**src/rtl/md_pkg.sv**
```systemverilog
// md_pkg: shared encodings, FSM states and constants for the HI/LO
// multiply/divide unit and its iterative divider.
package md_pkg;

    // Operation encodings as presented on the op input.
    localparam logic [1:0] MD_MULT  = 2'b00;
    localparam logic [1:0] MD_MULTU = 2'b01;
    localparam logic [1:0] MD_DIV   = 2'b10;
    localparam logic [1:0] MD_DIVU  = 2'b11;

    // Number of restoring-division steps, one quotient bit per step.
    localparam int DIV_ITER = 32;

    // Width of the shared multiply/divide down-counter.
    localparam int CNT_W = 5;

    // Controller states.
    typedef enum logic [1:0] {
        IDLE = 2'b00,
        MUL  = 2'b01,
        DIV  = 2'b10,
        FIX  = 2'b11
    } md_state_t;

    // Magnitude of a two's complement word when en is set, raw value otherwise.
    function automatic logic [31:0] abs32(input logic [31:0] v, input logic en);
        return (en && v[31]) ? (~v + 32'd1) : v;
    endfunction

    // Two's complement negation when en is set, raw value otherwise.
    function automatic logic [31:0] negIf(input logic [31:0] v, input logic en);
        return en ? (~v + 32'd1) : v;
    endfunction

endpackage

```
**src/rtl/div_iter.sv**
```systemverilog
// div_iter: unsigned radix-2 restoring divider. A load captures the
// operands, then each enabled cycle produces one quotient bit. After 32
// enabled cycles o_quot/o_rem hold the unsigned quotient and remainder.
// Signs are handled by the caller.
module div_iter (
    input  logic        clk,
    input  logic        rst,
    input  logic        i_load,
    input  logic        i_en,
    input  logic [31:0] i_dividend,
    input  logic [31:0] i_divisor,
    output logic [31:0] o_quot,
    output logic [31:0] o_rem
);

    logic [31:0] r_quot;
    logic [31:0] r_rem;
    logic [31:0] r_divisor;
    logic [32:0] w_shift;
    logic [32:0] w_diff;
    logic        w_fits;

    // Partial remainder shifted left with the next dividend bit, and the trial subtraction.
    always_comb begin
        w_shift = {r_rem, r_quot[31]};
        w_diff  = w_shift - {1'b0, r_divisor};
        w_fits  = ~w_diff[32];
    end

    // Operand capture on load, then one restoring step per enabled cycle.
    always_ff @(posedge clk or posedge rst) begin
        if (rst) begin
            r_quot    <= 32'd0;
            r_rem     <= 32'd0;
            r_divisor <= 32'd0;
        end else if (i_load) begin
            r_quot    <= i_dividend;
            r_rem     <= 32'd0;
            r_divisor <= i_divisor;
        end else if (i_en) begin
            if (w_fits) begin
                r_rem  <= w_diff[31:0];
                r_quot <= {r_quot[30:0], 1'b1};
            end else begin
                r_rem  <= w_shift[31:0];
                r_quot <= {r_quot[30:0], 1'b0};
            end
        end
    end

    assign o_quot = r_quot;
    assign o_rem  = r_rem;

endmodule

```
**src/rtl/md_ctrl.sv**
```systemverilog
// md_ctrl: MIPS-style HI/LO multiply/divide unit. Multiplies complete
// MUL_LAT edges after acceptance using a product registered at the
// accepting edge; divides run 32 restoring steps in div_iter followed by
// one sign-fix cycle. mthi/mtlo writes are taken only while idle.
module md_ctrl
    import md_pkg::*;
#(
    parameter int MUL_LAT = 3
) (
    input  logic        clk,
    input  logic        rst,
    input  logic        start,
    input  logic [1:0]  op,
    input  logic        flush,
    input  logic [31:0] a,
    input  logic [31:0] b,
    input  logic        hi_we,
    input  logic        lo_we,
    input  logic [31:0] wdata,
    output logic        busy,
    output logic        done,
    output logic [31:0] hi,
    output logic [31:0] lo
);

    md_state_t          r_state;
    logic [CNT_W-1:0]   r_cnt;
    logic [1:0]         r_op;
    logic [31:0]        r_a;
    logic [31:0]        r_b;
    logic [63:0]        r_prod;
    logic [31:0]        r_hi;
    logic [31:0]        r_lo;
    logic               r_done;

    logic               w_accept;
    logic [63:0]        w_aExt;
    logic [63:0]        w_bExt;
    logic [63:0]        w_prod;
    logic               w_signedDivIn;
    logic [31:0]        w_aAbs;
    logic [31:0]        w_bAbs;
    logic               w_divLoad;
    logic               w_divStep;
    logic [31:0]        w_quot;
    logic [31:0]        w_rem;
    logic               w_signedDiv;
    logic               w_divByZero;
    logic [31:0]        w_fixQuot;
    logic [31:0]        w_fixRem;

    // Start acceptance and the hazard-unit busy; reset forces busy low at once.
    always_comb begin
        w_accept = (r_state == IDLE) & start & ~flush;
        busy     = ~rst & ((r_state != IDLE) | w_accept);
    end

    // Operand extension for the 64-bit product; sign extension gives the signed product in the low 64 bits.
    always_comb begin
        w_aExt = (op == MD_MULT) ? {{32{a[31]}}, a} : {32'd0, a};
        w_bExt = (op == MD_MULT) ? {{32{b[31]}}, b} : {32'd0, b};
        w_prod = w_aExt * w_bExt;
    end

    // Divider operand magnitudes and load/step controls.
    always_comb begin
        w_signedDivIn = (op == MD_DIV);
        w_aAbs        = abs32(a, w_signedDivIn);
        w_bAbs        = abs32(b, w_signedDivIn);
        w_divLoad     = w_accept & op[1];
        w_divStep     = (r_state == DIV);
    end

    div_iter u_divIter (
        .clk        (clk),
        .rst        (rst),
        .i_load     (w_divLoad),
        .i_en       (w_divStep),
        .i_dividend (w_aAbs),
        .i_divisor  (w_bAbs),
        .o_quot     (w_quot),
        .o_rem      (w_rem)
    );

    // Sign fix-up of the unsigned divider result, with the divide-by-zero override.
    always_comb begin
        w_signedDiv = (r_op == MD_DIV);
        w_divByZero = (r_b == 32'd0);
        w_fixQuot   = negIf(w_quot, w_signedDiv & (r_a[31] ^ r_b[31]));
        w_fixRem    = negIf(w_rem, w_signedDiv & r_a[31]);
        if (w_divByZero) begin
            w_fixQuot = 32'hFFFF_FFFF;
            w_fixRem  = r_a;
        end
    end

    // Controller FSM with registered HI/LO and done pulse.
    always_ff @(posedge clk or posedge rst) begin
        if (rst) begin
            r_state <= IDLE;
            r_cnt   <= '0;
            r_op    <= MD_MULT;
            r_a     <= 32'd0;
            r_b     <= 32'd0;
            r_prod  <= 64'd0;
            r_hi    <= 32'd0;
            r_lo    <= 32'd0;
            r_done  <= 1'b0;
        end else begin
            r_done <= 1'b0;
            case (r_state)
                IDLE: begin
                    if (w_accept) begin
                        r_op   <= op;
                        r_a    <= a;
                        r_b    <= b;
                        r_prod <= w_prod;
                        if (op[1]) begin
                            r_state <= DIV;
                            r_cnt   <= CNT_W'(DIV_ITER - 1);
                        end else begin
                            r_state <= MUL;
                            r_cnt   <= CNT_W'(MUL_LAT - 1);
                        end
                    end else begin
                        if (hi_we) begin
                            r_hi <= wdata;
                        end
                        if (lo_we) begin
                            r_lo <= wdata;
                        end
                    end
                end
                MUL: begin
                    if (r_cnt == '0) begin
                        r_hi    <= r_prod[63:32];
                        r_lo    <= r_prod[31:0];
                        r_done  <= 1'b1;
                        r_state <= IDLE;
                    end else begin
                        r_cnt <= r_cnt - 1'b1;
                    end
                end
                DIV: begin
                    if (r_cnt == '0) begin
                        r_state <= FIX;
                    end else begin
                        r_cnt <= r_cnt - 1'b1;
                    end
                end
                FIX: begin
                    r_hi    <= w_fixRem;
                    r_lo    <= w_fixQuot;
                    r_done  <= 1'b1;
                    r_state <= IDLE;
                end
                default: begin
                    r_state <= IDLE;
                end
            endcase
        end
    end

    assign done = r_done;
    assign hi   = r_hi;
    assign lo   = r_lo;

endmodule

```
**config.mk**
```make
export PLATFORM = sky130hd
export DESIGN_NAME = md_ctrl
export DESIGN_NICKNAME = d
export VERILOG_FILES = /design/src/rtl/md_pkg.sv /design/src/rtl/div_iter.sv /design/src/rtl/md_ctrl.sv
export SDC_FILE = /design/constraint.sdc
export NUM_CORES = 2
export LEC_CHECK = 0
export CAP_MARGIN = 20
export CORE_MARGIN = 2
export CORE_UTILIZATION = 65
export DETAILED_ROUTE_END_ITERATION = 7
export GPL_TIMING_DRIVEN = 0
export PLACE_DENSITY_LB_ADDON = 0.1
export SLEW_MARGIN = 20
export SYNTH_ARGS = -nofsm -noshare
export SYNTH_HDL_FRONTEND = slang
export SYNTH_SLANG_ARGS = --single-unit
export TNS_END_PERCENT = 100
```
**constraint.sdc**
```tcl
create_clock -name clk -period 23.5 [get_ports clk]
set_input_delay 4.7 -clock clk [delete_from_list [all_inputs] [get_ports clk]]
set_output_delay 4.7 -clock clk [all_outputs]
set_load 0.02 [all_outputs]
```
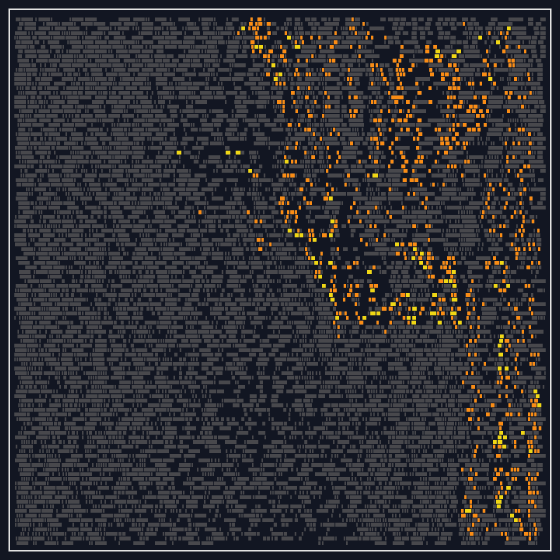
*Selected gate families*
legend:
  orange:
    family: inverting AOI/OAI gates
    cells: 732
  yellow:
    family: AND-OR and OR-AND gates
    cells: 91

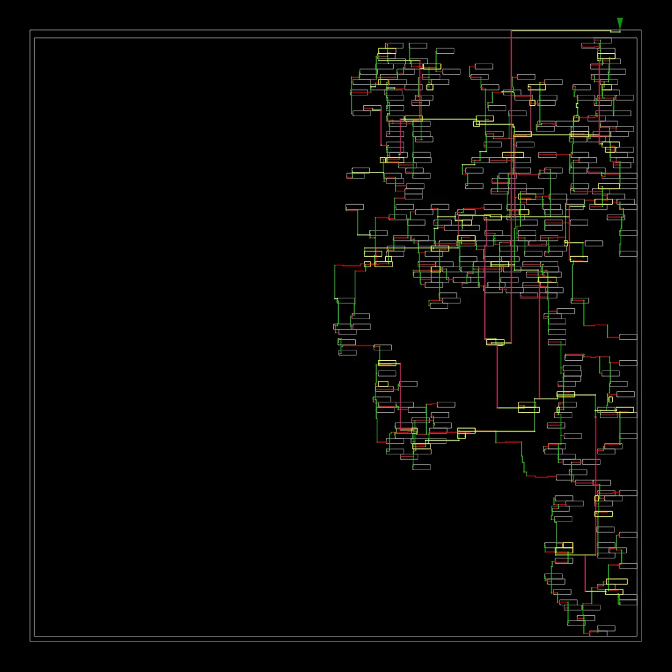
*Clock routing*
clock buffer count from CTS: 30
flop count: 298

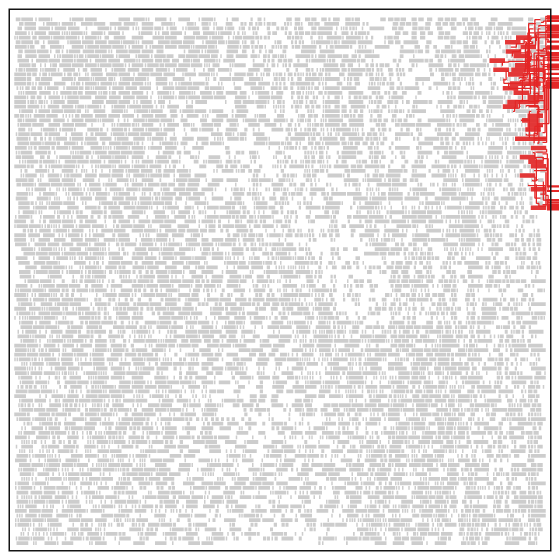
*Nets reached from selected ports*
legend:
  red:
    port: `hi`
    bits: 32
    direction: output
    end_cells: 32
    wire: 1220 um

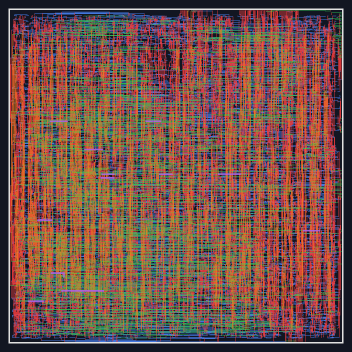
*Routed metal, one color a layer*
legend:
  blue:
    layer: met1
    wire_length: 86.0 mm
  red:
    layer: met2
    wire_length: 111 mm
  orange:
    layer: met4
    wire_length: 29.2 mm
  purple:
    layer: met5
    wire_length: 198 um
  green:
    layer: met3
    wire_length: 39.3 mm
via count: 55300
All-Layer GR Usage: 0.530
Avg WL per Cell: 30.6 um
Routed WL: 266000 um

==> results.sh <==
# yosys + openroad results
export IMPL_xor_share=0.0361
export IMPL_ys_seq_frac=0.115
export IMPL_hp_start="u_divIter.r_divisor[29]$_DFFE_PP0P_"
export IMPL_clock_skew_final_ns=0.0138
export IMPL_post_route_period_util=0.741
export IMPL_synth_logic_top_family="adder cells"
export IMPL_syn_area_per_cell_um2=9.04
export IMPL_crit_arrival_ns=17.95
export IMPL_synthTopCellsByArea="fa_1 44%, dfrtp_1 12%, inv_1 9.1%"
export IMPL_path_common_cell="fa_1"
export IMPL_comb_cells=4895
export IMPL_synth_cell_types=72
export IMPL_synthAoiAreaFrac=0.0765
export IMPL_drt_first_pass_iters=8
export IMPL_syn_nets=9039
export IMPL_crit_fanout=10
export IMPL_yosys_most_used_dff="dfrtp_1"
export IMPL_dieArea_um2=102000
export IMPL_final_comb_area_um2=49900
export IMPL_slew_violations=0
export IMPL_worst_pin_slew_ns=1.36
export IMPL_postPlaceCellArea_um2=67900
export IMPL_ys_sh_mux=0.00804
export IMPL_lay_top_count="inv_1"
export IMPL_place_gp_congestion=1.11
export IMPL_routed_via_density=6.37
export IMPL_edf_count=0
export IMPL_ff2ff_setup_slack_ns=18.40
export IMPL_bufAreaShareNonClock=0.0450
export IMPL_overflow=0
export IMPL_rows=115
export IMPL_syn2layout_area_growth_pct=6.80
export IMPL_grt_start_max_net_pins=107
export IMPL_clk_pin_slew_ns=0.07
export IMPL_nNetsFinal=9215
export IMPL_pre_cts_slack_ns=6.38
export IMPL_yosys_area_top_type_share=0.439
export IMPL_status="finished, final reports clean"
export IMPL_clk_share=0.0156
export IMPL_grt_pass1_wl_um=381000
export IMPL_cts_sinks=298
export IMPL_inv_count=1564
export IMPL_antenna_found_initial=48
export IMPL_layout_drive_gt1_share=0.0200
## flip-flops by register name (all words and copies together) (netlist names), 5 cells and up
signal               count
r_a                     32
lo                      32
hi                      32
r_b                     32
r_cnt                    5
u_divIter.r_divisor     32
u_divIter.o_rem         32
r_prod                  64
u_divIter.o_quot        32
## per-stage QoR
stage | std cells | hold slack (ns)
after floorplan | 7161 | 0.439
after global placement | 8582 | 0.460
after detailed placement | 8588 | 0.464
after CTS | 8643 | 0.481
after global routing | 8655 | 0.501
final | 8689 | 0.481
## routing by layer
metal	track usage	wire length (um)
met5	0	197
met4	0.451	29200
met1	0.620	86000
met2	0.774	111000
met3	0.199	39300
## critical path, delay by kind of cell
kind            cells  cell delay [ns]
compound gates      3             1.28
fa+ha+maj          11             5.88
buf+inv             7             3.34
simple gates        8             2.72
